===== config.mk =====
export PLATFORM = sky130hd
export DESIGN_NAME = wb_stage_flat
export DESIGN_NICKNAME = d
export VERILOG_FILES = /design/src/rtl/wb_stage_pkg.sv /design/src/rtl/wb_stage_if.sv /design/src/rtl/wb_stage_load_ext.sv /design/src/rtl/wb_stage.sv /design/src/flat_wrapper.sv
export SDC_FILE = /design/constraint.sdc
export NUM_CORES = 1
export LEC_CHECK = 0
export CAP_MARGIN = 20
export CORE_MARGIN = 4
export CORE_UTILIZATION = 43
export CTS_CLUSTER_SIZE = 16
export DETAILED_ROUTE_END_ITERATION = 7
export PLACE_DENSITY = 0.91
export RECOVER_POWER = 50
export SYNTH_ARGS = -nofsm -noshare
export SYNTH_HDL_FRONTEND = slang
export SYNTH_SLANG_ARGS = --single-unit

===== constraint.sdc =====
create_clock -name clk -period 2.1 [get_ports clk]
set_input_delay 0.525 -clock clk [delete_from_list [all_inputs] [get_ports clk]]
set_output_delay 0.525 -clock clk [all_outputs]
set_load 0.02 [all_outputs]

===== src/rtl/wb_stage_pkg.sv =====
// -----------------------------------------------------------------------------
// wb_stage_pkg
// Shared constants for the MEM/WB stage: default widths, writeback-select and
// load-type encodings, FSM state encoding, the captured control payload and a
// write-enable helper shared by the ALU/PC4 and load completion paths.
// -----------------------------------------------------------------------------
package wb_stage_pkg;

    localparam int unsigned WORD_WIDTH_DEF     = 32;
    localparam int unsigned REG_ADDR_WIDTH_DEF = 5;
    localparam int unsigned SEL_WB_WIDTH       = 2;
    localparam int unsigned LOAD_TYPE_WIDTH    = 3;
    localparam int unsigned BYTE_OFF_WIDTH     = 2;

    // Writeback mux select
    typedef enum logic [SEL_WB_WIDTH-1:0] {
        SEL_WB_ALUOUT  = 2'b00,
        SEL_WB_DM      = 2'b01,
        SEL_WB_PC4     = 2'b10,
        SEL_WB_ILLEGAL = 2'b11
    } sel_wb_e;

    // Load extraction type; unlisted codes behave as LW
    typedef enum logic [LOAD_TYPE_WIDTH-1:0] {
        LOAD_LW  = 3'b000,
        LOAD_LB  = 3'b001,
        LOAD_LBU = 3'b010,
        LOAD_LH  = 3'b011,
        LOAD_LHU = 3'b100
    } load_type_e;

    // Stage FSM
    typedef enum logic [1:0] {
        ST_IDLE    = 2'b00,
        ST_WB      = 2'b01,
        ST_WAIT_DM = 2'b10
    } wb_state_e;

    // Control fields latched at capture
    typedef struct packed {
        logic                       reg_write;
        logic [SEL_WB_WIDTH-1:0]    sel_wb;
        logic [LOAD_TYPE_WIDTH-1:0] load_type;
        logic [BYTE_OFF_WIDTH-1:0]  byte_off;
    } wb_ctl_t;

    // Register-file write qualifier: $0 and the illegal select never write
    function automatic logic wb_write_en(input logic                    reg_write,
                                         input logic                    waddr_nz,
                                         input logic [SEL_WB_WIDTH-1:0] sel_wb);
        return reg_write && waddr_nz && (sel_wb != SEL_WB_ILLEGAL);
    endfunction

endpackage


===== src/rtl/wb_stage_if.sv =====
// -----------------------------------------------------------------------------
// wb_stage_if
// Bundles the MEM->WB handshake, the DM read response, flush and the
// register-file write port of wb_stage.
//   master : memory-stage / environment side (drives in_*, dm_*, flush)
//   slave  : wb_stage side (drives in_ready, rf_*, retire)
// Signals:
//   in_valid, in_ready              upstream valid/ready handshake
//   in_aluout, in_pc4               result candidates (aluout is also DM addr)
//   in_waddr, in_reg_write          destination register and write intent
//   in_sel_wb, in_load_type         writeback select, load extraction type
//   in_byte_off                     load address bits [1:0]
//   dm_rvalid, dm_rdata             single-cycle DM read response
//   flush                           kill stage content
//   rf_we, rf_waddr, rf_wdata       register-file write port
//   retire                          one pulse per completed instruction
// -----------------------------------------------------------------------------
interface wb_stage_if #(
    parameter int unsigned WORD_WIDTH     = wb_stage_pkg::WORD_WIDTH_DEF,
    parameter int unsigned REG_ADDR_WIDTH = wb_stage_pkg::REG_ADDR_WIDTH_DEF
);
    import wb_stage_pkg::*;

    logic                       in_valid;
    logic                       in_ready;
    logic [WORD_WIDTH-1:0]      in_aluout;
    logic [WORD_WIDTH-1:0]      in_pc4;
    logic [REG_ADDR_WIDTH-1:0]  in_waddr;
    logic                       in_reg_write;
    logic [SEL_WB_WIDTH-1:0]    in_sel_wb;
    logic [LOAD_TYPE_WIDTH-1:0] in_load_type;
    logic [BYTE_OFF_WIDTH-1:0]  in_byte_off;
    logic                       dm_rvalid;
    logic [WORD_WIDTH-1:0]      dm_rdata;
    logic                       flush;
    logic                       rf_we;
    logic [REG_ADDR_WIDTH-1:0]  rf_waddr;
    logic [WORD_WIDTH-1:0]      rf_wdata;
    logic                       retire;

    modport master (
        output in_valid, in_aluout, in_pc4, in_waddr, in_reg_write,
               in_sel_wb, in_load_type, in_byte_off, dm_rvalid, dm_rdata, flush,
        input  in_ready, rf_we, rf_waddr, rf_wdata, retire
    );

    modport slave (
        input  in_valid, in_aluout, in_pc4, in_waddr, in_reg_write,
               in_sel_wb, in_load_type, in_byte_off, dm_rvalid, dm_rdata, flush,
        output in_ready, rf_we, rf_waddr, rf_wdata, retire
    );

endinterface


===== src/rtl/wb_stage_load_ext.sv =====
// -----------------------------------------------------------------------------
// wb_stage_load_ext
// Combinational load-data extraction: picks the addressed byte/half of a
// little-endian DM word and sign- or zero-extends it.
//   rdata_i     raw DM read word
//   load_type_i LW/LB/LBU/LH/LHU (other codes behave as LW)
//   byte_off_i  address bits [1:0]; bit 0 ignored for halves, both for LW
//   data_o      extended word
// -----------------------------------------------------------------------------
module wb_stage_load_ext
    import wb_stage_pkg::*;
#(
    parameter int unsigned WORD_WIDTH = WORD_WIDTH_DEF
) (
    input  logic [WORD_WIDTH-1:0]      rdata_i,
    input  logic [LOAD_TYPE_WIDTH-1:0] load_type_i,
    input  logic [BYTE_OFF_WIDTH-1:0]  byte_off_i,
    output logic [WORD_WIDTH-1:0]      data_o
);

    logic [7:0]  byte_sel;
    logic [15:0] half_sel;

    // Lane select then extend
    always_comb begin
        byte_sel = rdata_i[{byte_off_i, 3'b000} +: 8];
        half_sel = rdata_i[{byte_off_i[1], 4'b0000} +: 16];
        case (load_type_i)
            LOAD_LB:  data_o = {{(WORD_WIDTH-8){byte_sel[7]}}, byte_sel};
            LOAD_LBU: data_o = {{(WORD_WIDTH-8){1'b0}}, byte_sel};
            LOAD_LH:  data_o = {{(WORD_WIDTH-16){half_sel[15]}}, half_sel};
            LOAD_LHU: data_o = {{(WORD_WIDTH-16){1'b0}}, half_sel};
            default:  data_o = rdata_i;
        endcase
    end

endmodule


===== src/rtl/wb_stage.sv =====
// -----------------------------------------------------------------------------
// wb_stage
// MEM/WB pipeline stage. Latches memory-stage results, waits for a
// variable-latency DM read response on loads, extracts/extends load data and
// drives the register-file write port (ALU result, DM data or PC+4).
// Upstream is stalled through in_ready while a load is outstanding.
// Ports:
//   clk, rst_n       rising-edge clock, asynchronous active-low reset
//   bus (slave)      handshake, DM response, flush, RF write port, retire
//   perf_retired     retired-instruction counter     (WB_PERF_CNT_EN only)
//   perf_load_stall  cycles spent waiting on DM      (WB_PERF_CNT_EN only)
// Optional feature macro: WB_PERF_CNT_EN
// -----------------------------------------------------------------------------
module wb_stage
    import wb_stage_pkg::*;
#(
    parameter int unsigned WORD_WIDTH     = WORD_WIDTH_DEF,
    parameter int unsigned REG_ADDR_WIDTH = REG_ADDR_WIDTH_DEF
) (
    input  logic       clk,
    input  logic       rst_n,
    wb_stage_if.slave  bus
`ifdef WB_PERF_CNT_EN
    ,
    output logic [31:0] perf_retired,
    output logic [31:0] perf_load_stall
`endif
);

    wb_state_e                 state_q, state_d;
    wb_ctl_t                   ctl_q, ctl_d;
    logic [REG_ADDR_WIDTH-1:0] waddr_q, waddr_d;
    logic                      drop_q, drop_d;
    logic                      rf_we_q, rf_we_d;
    logic                      retire_q, retire_d;
    logic [REG_ADDR_WIDTH-1:0] rf_waddr_q, rf_waddr_d;
    logic [WORD_WIDTH-1:0]     rf_wdata_q, rf_wdata_d;

    logic                      in_ready_c;
    logic                      capture_c;
    logic                      capture_we_c;
    logic                      load_we_c;
    logic [WORD_WIDTH-1:0]     capture_wdata_c;
    logic [WORD_WIDTH-1:0]     ext_data_c;

    // Load extraction uses the control fields captured with the load
    wb_stage_load_ext #(
        .WORD_WIDTH (WORD_WIDTH)
    ) u_load_ext (
        .rdata_i     (bus.dm_rdata),
        .load_type_i (ctl_q.load_type),
        .byte_off_i  (ctl_q.byte_off),
        .data_o      (ext_data_c)
    );

    assign in_ready_c = !bus.flush && (state_q != ST_WAIT_DM);
    assign capture_c  = bus.in_valid && in_ready_c;

    // Next-state, capture and registered-output computation
    always_comb begin
        state_d    = state_q;
        ctl_d      = ctl_q;
        waddr_d    = waddr_q;
        drop_d     = drop_q;
        rf_we_d    = 1'b0;
        retire_d   = 1'b0;
        rf_waddr_d = rf_waddr_q;
        rf_wdata_d = rf_wdata_q;

        case (bus.in_sel_wb)
            SEL_WB_ALUOUT: capture_wdata_c = bus.in_aluout;
            SEL_WB_PC4:    capture_wdata_c = bus.in_pc4;
            default:       capture_wdata_c = '0;
        endcase
        capture_we_c = wb_write_en(bus.in_reg_write, |bus.in_waddr, bus.in_sel_wb);
        load_we_c    = wb_write_en(ctl_q.reg_write, |waddr_q, ctl_q.sel_wb);

        if (bus.flush) begin
            state_d = ST_IDLE;
            // A killed load leaves its response in flight unless it lands now
            if (state_q == ST_WAIT_DM) begin
                drop_d = drop_q || !bus.dm_rvalid;
            end else if (bus.dm_rvalid) begin
                drop_d = 1'b0;
            end
        end else begin
            case (state_q)
                ST_WAIT_DM: begin
                    if (bus.dm_rvalid) begin
                        if (drop_q) begin
                            drop_d = 1'b0;
                        end else begin
                            state_d  = ST_WB;
                            retire_d = 1'b1;
                            rf_we_d  = load_we_c;
                            if (load_we_c) begin
                                rf_waddr_d = waddr_q;
                                rf_wdata_d = ext_data_c;
                            end
                        end
                    end
                end
                default: begin
                    if (bus.dm_rvalid) begin
                        drop_d = 1'b0;
                    end
                    if (capture_c) begin
                        ctl_d   = '{reg_write: bus.in_reg_write,
                                    sel_wb:    bus.in_sel_wb,
                                    load_type: bus.in_load_type,
                                    byte_off:  bus.in_byte_off};
                        waddr_d = bus.in_waddr;
                        if (bus.in_sel_wb == SEL_WB_DM) begin
                            state_d = ST_WAIT_DM;
                        end else begin
                            state_d  = ST_WB;
                            retire_d = 1'b1;
                            rf_we_d  = capture_we_c;
                            if (capture_we_c) begin
                                rf_waddr_d = bus.in_waddr;
                                rf_wdata_d = capture_wdata_c;
                            end
                        end
                    end else begin
                        state_d = ST_IDLE;
                    end
                end
            endcase
        end
    end

    // State and output registers
    always_ff @(posedge clk or negedge rst_n) begin
        if (!rst_n) begin
            state_q    <= ST_IDLE;
            ctl_q      <= '0;
            waddr_q    <= '0;
            drop_q     <= 1'b0;
            rf_we_q    <= 1'b0;
            retire_q   <= 1'b0;
            rf_waddr_q <= '0;
            rf_wdata_q <= '0;
        end else begin
            state_q    <= state_d;
            ctl_q      <= ctl_d;
            waddr_q    <= waddr_d;
            drop_q     <= drop_d;
            rf_we_q    <= rf_we_d;
            retire_q   <= retire_d;
            rf_waddr_q <= rf_waddr_d;
            rf_wdata_q <= rf_wdata_d;
        end
    end

    assign bus.in_ready = in_ready_c;
    assign bus.rf_we    = rf_we_q;
    assign bus.rf_waddr = rf_waddr_q;
    assign bus.rf_wdata = rf_wdata_q;
    assign bus.retire   = retire_q;

`ifdef WB_PERF_CNT_EN
    logic [31:0] perf_retired_q;
    logic [31:0] perf_load_stall_q;

    // Free-running counters, wrap modulo 2^32
    always_ff @(posedge clk or negedge rst_n) begin
        if (!rst_n) begin
            perf_retired_q    <= '0;
            perf_load_stall_q <= '0;
        end else begin
            if (retire_q) begin
                perf_retired_q <= perf_retired_q + 32'd1;
            end
            if (state_q == ST_WAIT_DM) begin
                perf_load_stall_q <= perf_load_stall_q + 32'd1;
            end
        end
    end

    assign perf_retired    = perf_retired_q;
    assign perf_load_stall = perf_load_stall_q;
`endif

endmodule


===== src/flat_wrapper.sv =====
// flat-port wrapper written by rule: the top's interface ports become plain ports
module wb_stage_flat import wb_stage_pkg::*;
#(
    parameter int unsigned WORD_WIDTH     = WORD_WIDTH_DEF,
    parameter int unsigned REG_ADDR_WIDTH = REG_ADDR_WIDTH_DEF
)
  (clk, rst_n, bus_in_valid, bus_in_aluout, bus_in_pc4, bus_in_waddr, bus_in_reg_write, bus_in_sel_wb, bus_in_load_type, bus_in_byte_off, bus_dm_rvalid, bus_dm_rdata, bus_flush, bus_in_ready, bus_rf_we, bus_rf_waddr, bus_rf_wdata, bus_retire);
  wb_stage_if #(.WORD_WIDTH(WORD_WIDTH), .REG_ADDR_WIDTH(REG_ADDR_WIDTH)) bus_i ();
  input  logic clk;
  input  logic rst_n;
  input wire logic [$bits(bus_i.in_valid)-1:0] bus_in_valid;
  input wire logic [$bits(bus_i.in_aluout)-1:0] bus_in_aluout;
  input wire logic [$bits(bus_i.in_pc4)-1:0] bus_in_pc4;
  input wire logic [$bits(bus_i.in_waddr)-1:0] bus_in_waddr;
  input wire logic [$bits(bus_i.in_reg_write)-1:0] bus_in_reg_write;
  input wire logic [$bits(bus_i.in_sel_wb)-1:0] bus_in_sel_wb;
  input wire logic [$bits(bus_i.in_load_type)-1:0] bus_in_load_type;
  input wire logic [$bits(bus_i.in_byte_off)-1:0] bus_in_byte_off;
  input wire logic [$bits(bus_i.dm_rvalid)-1:0] bus_dm_rvalid;
  input wire logic [$bits(bus_i.dm_rdata)-1:0] bus_dm_rdata;
  input wire logic [$bits(bus_i.flush)-1:0] bus_flush;
  output wire logic [$bits(bus_i.in_ready)-1:0] bus_in_ready;
  output wire logic [$bits(bus_i.rf_we)-1:0] bus_rf_we;
  output wire logic [$bits(bus_i.rf_waddr)-1:0] bus_rf_waddr;
  output wire logic [$bits(bus_i.rf_wdata)-1:0] bus_rf_wdata;
  output wire logic [$bits(bus_i.retire)-1:0] bus_retire;
  assign bus_i.in_valid = bus_in_valid;
  assign bus_i.in_aluout = bus_in_aluout;
  assign bus_i.in_pc4 = bus_in_pc4;
  assign bus_i.in_waddr = bus_in_waddr;
  assign bus_i.in_reg_write = bus_in_reg_write;
  assign bus_i.in_sel_wb = bus_in_sel_wb;
  assign bus_i.in_load_type = bus_in_load_type;
  assign bus_i.in_byte_off = bus_in_byte_off;
  assign bus_i.dm_rvalid = bus_dm_rvalid;
  assign bus_i.dm_rdata = bus_dm_rdata;
  assign bus_i.flush = bus_flush;
  assign bus_in_ready = bus_i.in_ready;
  assign bus_rf_we = bus_i.rf_we;
  assign bus_rf_waddr = bus_i.rf_waddr;
  assign bus_rf_wdata = bus_i.rf_wdata;
  assign bus_retire = bus_i.retire;
  wb_stage #(.WORD_WIDTH(WORD_WIDTH), .REG_ADDR_WIDTH(REG_ADDR_WIDTH)) u_core (.clk(clk), .rst_n(rst_n), .bus(bus_i));
endmodule

**Metal 1**

Scale bar: 20 um. Supply wires on this layer in grey.
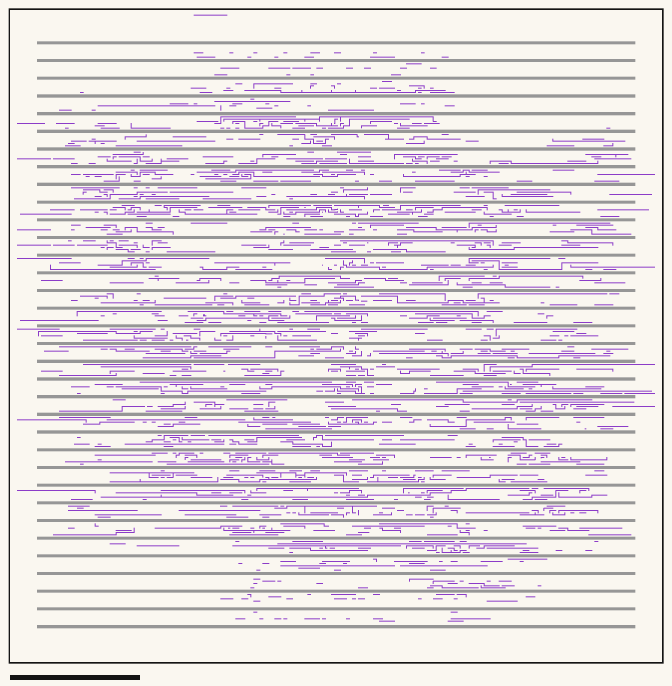
main direction: horizontal
nets with wire on the layer: 611
longest straight run: 40.9 um
wire length on this layer: 4660 um
share of all routed wire: 38%

**Signal wires on met2**

Cells faint in the background.
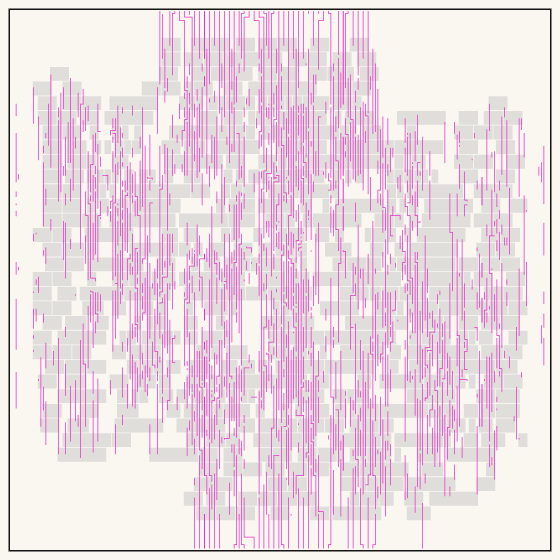
nets with wire on the layer: 630
longest straight run: 32.5 um
share of all routed wire: 51%
wire length on this layer: 6290 um
main direction: vertical
GRT met2 Usage: 42.8%
Post-Route WL: 12400 um

**Metal 3**

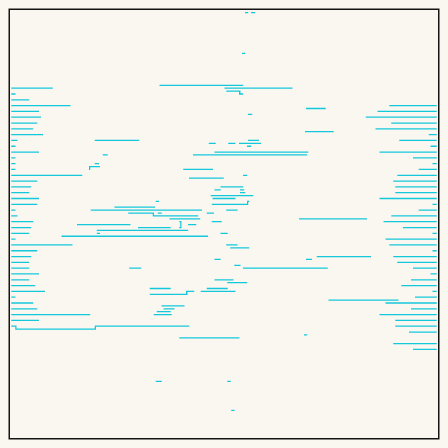
wire length on this layer: 1040 um
share of all routed wire: 8.4%
main direction: horizontal
nets with wire on the layer: 126

**Met4 routing**

Scale bar: 20 um. Supply wires on this layer in grey.
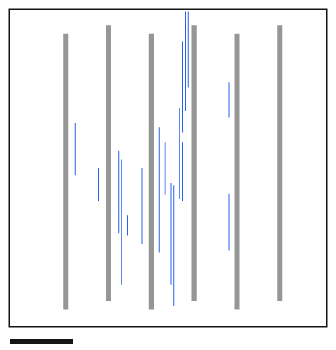
longest straight run: 39.4 um
nets with wire on the layer: 17
wire length on this layer: 407 um
share of all routed wire: 3.3%
main direction: vertical
vias after detailed routing: 4054

==> impl_metrics.toml <==
# generated from flow reports
[critical_path]
crit_type = "input port to flop"
required_ns = 2.29
critPathMaxFanout = 5
rr_startpoint = "u_core.waddr_q[2]$_DFFE_PN0P_"
cp_slowest_cell = "clkdlybuf4s50_1"
cp-startpoint = "bus_flush"
regToRegSetupSlack_ns = 0.20
setup.worst_path.end_class = "flop"
cp_data_arrival_time_ns = 2.23
timing.rr.end = "u_core.bus.rf_wdata[14]$_DFFE_PN0P_"
crit_path_cell_trace = "clkdlybuf4s50_1 > nand3b_1 > o32a_4 > inv_4 > buf_12 > o31ai_1 > o32a_1"

[floorplan]
fp.dieW_um = 100
coreArea_um2 = 8260
initial_core_util_pct = 44.3
taps = 105

[run_status]
outcome = "complete, no violations"

[drt]
final_antenna_net_count = 0
drc = 0

[pwr]
powerComb_mw = 1.64
power_switching_mw = 1.33
leakage_nw = 2.38
irDropWorstVdd_mv = 0.402
sw_frac_of_total_pct = 36.0
cellInternalPower_mw = 2.36
sequentialPower_mw = 1.43
p_seq_share_pct = 38.7

[placement]
dp.cells = 689
dp_hpwl_um = 9820
dp_slack_ns = -0.323

[synthesis]
synth_chip_area_um2 = 3660
ys_types = 42
area_leaders = "dfrtp_1, mux2i_1, nand2_1"
synth_cells = 435
synth_area_um2 = 3660
ys_async_sr_fraction_pct = 100
avgSynthCellArea_um2 = 8.41
ys_sh_simple_pct = 17.9
fp_nets = 549

[layout]
logic_area_um2 = 2120
regArea_um2 = 1380
fin_area_um2 = 5590
clkCellAreaFrac_pct = 1.70
n_antenna_cell = 0
seq_share_pct = 24.6
ff_count = 55
nClkBuffers = 7

[final_timing]
finalSetupViolations = 0
whs_ns = 0.452
worstMarginPinSlew_ns = 1.36
fin_crit_ns = 2.04
finalMaxSlewViolations = 0
finalClockPeriodUsage_pct = 97.0

[global_routing]
grt_pass1_wl_um = 19200
grt_usage_pct = 23.7

[cts]
hold_buffers = 0
clk_pin_slew_ns = 0.10
numCtsBuffers = 5

[flow_run]
maxCapViolations = 0
cell usage in the layout, fill, tap and decap left out, types with 7 or more instances in the layout:
master and n:
mux2_2 22, a211oi_1 7, nand2_1 81, and3_1 7
a21oi_1 32, clkdlybuf4s50_1 144, o21ai_1 11, o31ai_1 8
mux2i_1 33, o21ai_0 55, o32a_1 7, buf_4 30
dfrtp_1 55, a31oi_1 9, nor2_1 21, nand3_1 9
state kept, by name (all words and copies together) (netlist names):
| register | count |
|---|---|
| u_core.drop_q | 1 |
| u_core.bus.rf_we | 1 |
| u_core.state_q | 2 |
| u_core.bus.rf_wdata | 32 |
| u_core.bus.retire | 1 |
| u_core.bus.rf_waddr | 5 |
| u_core.waddr_q | 5 |
| u_core.ctl_q | 8 |
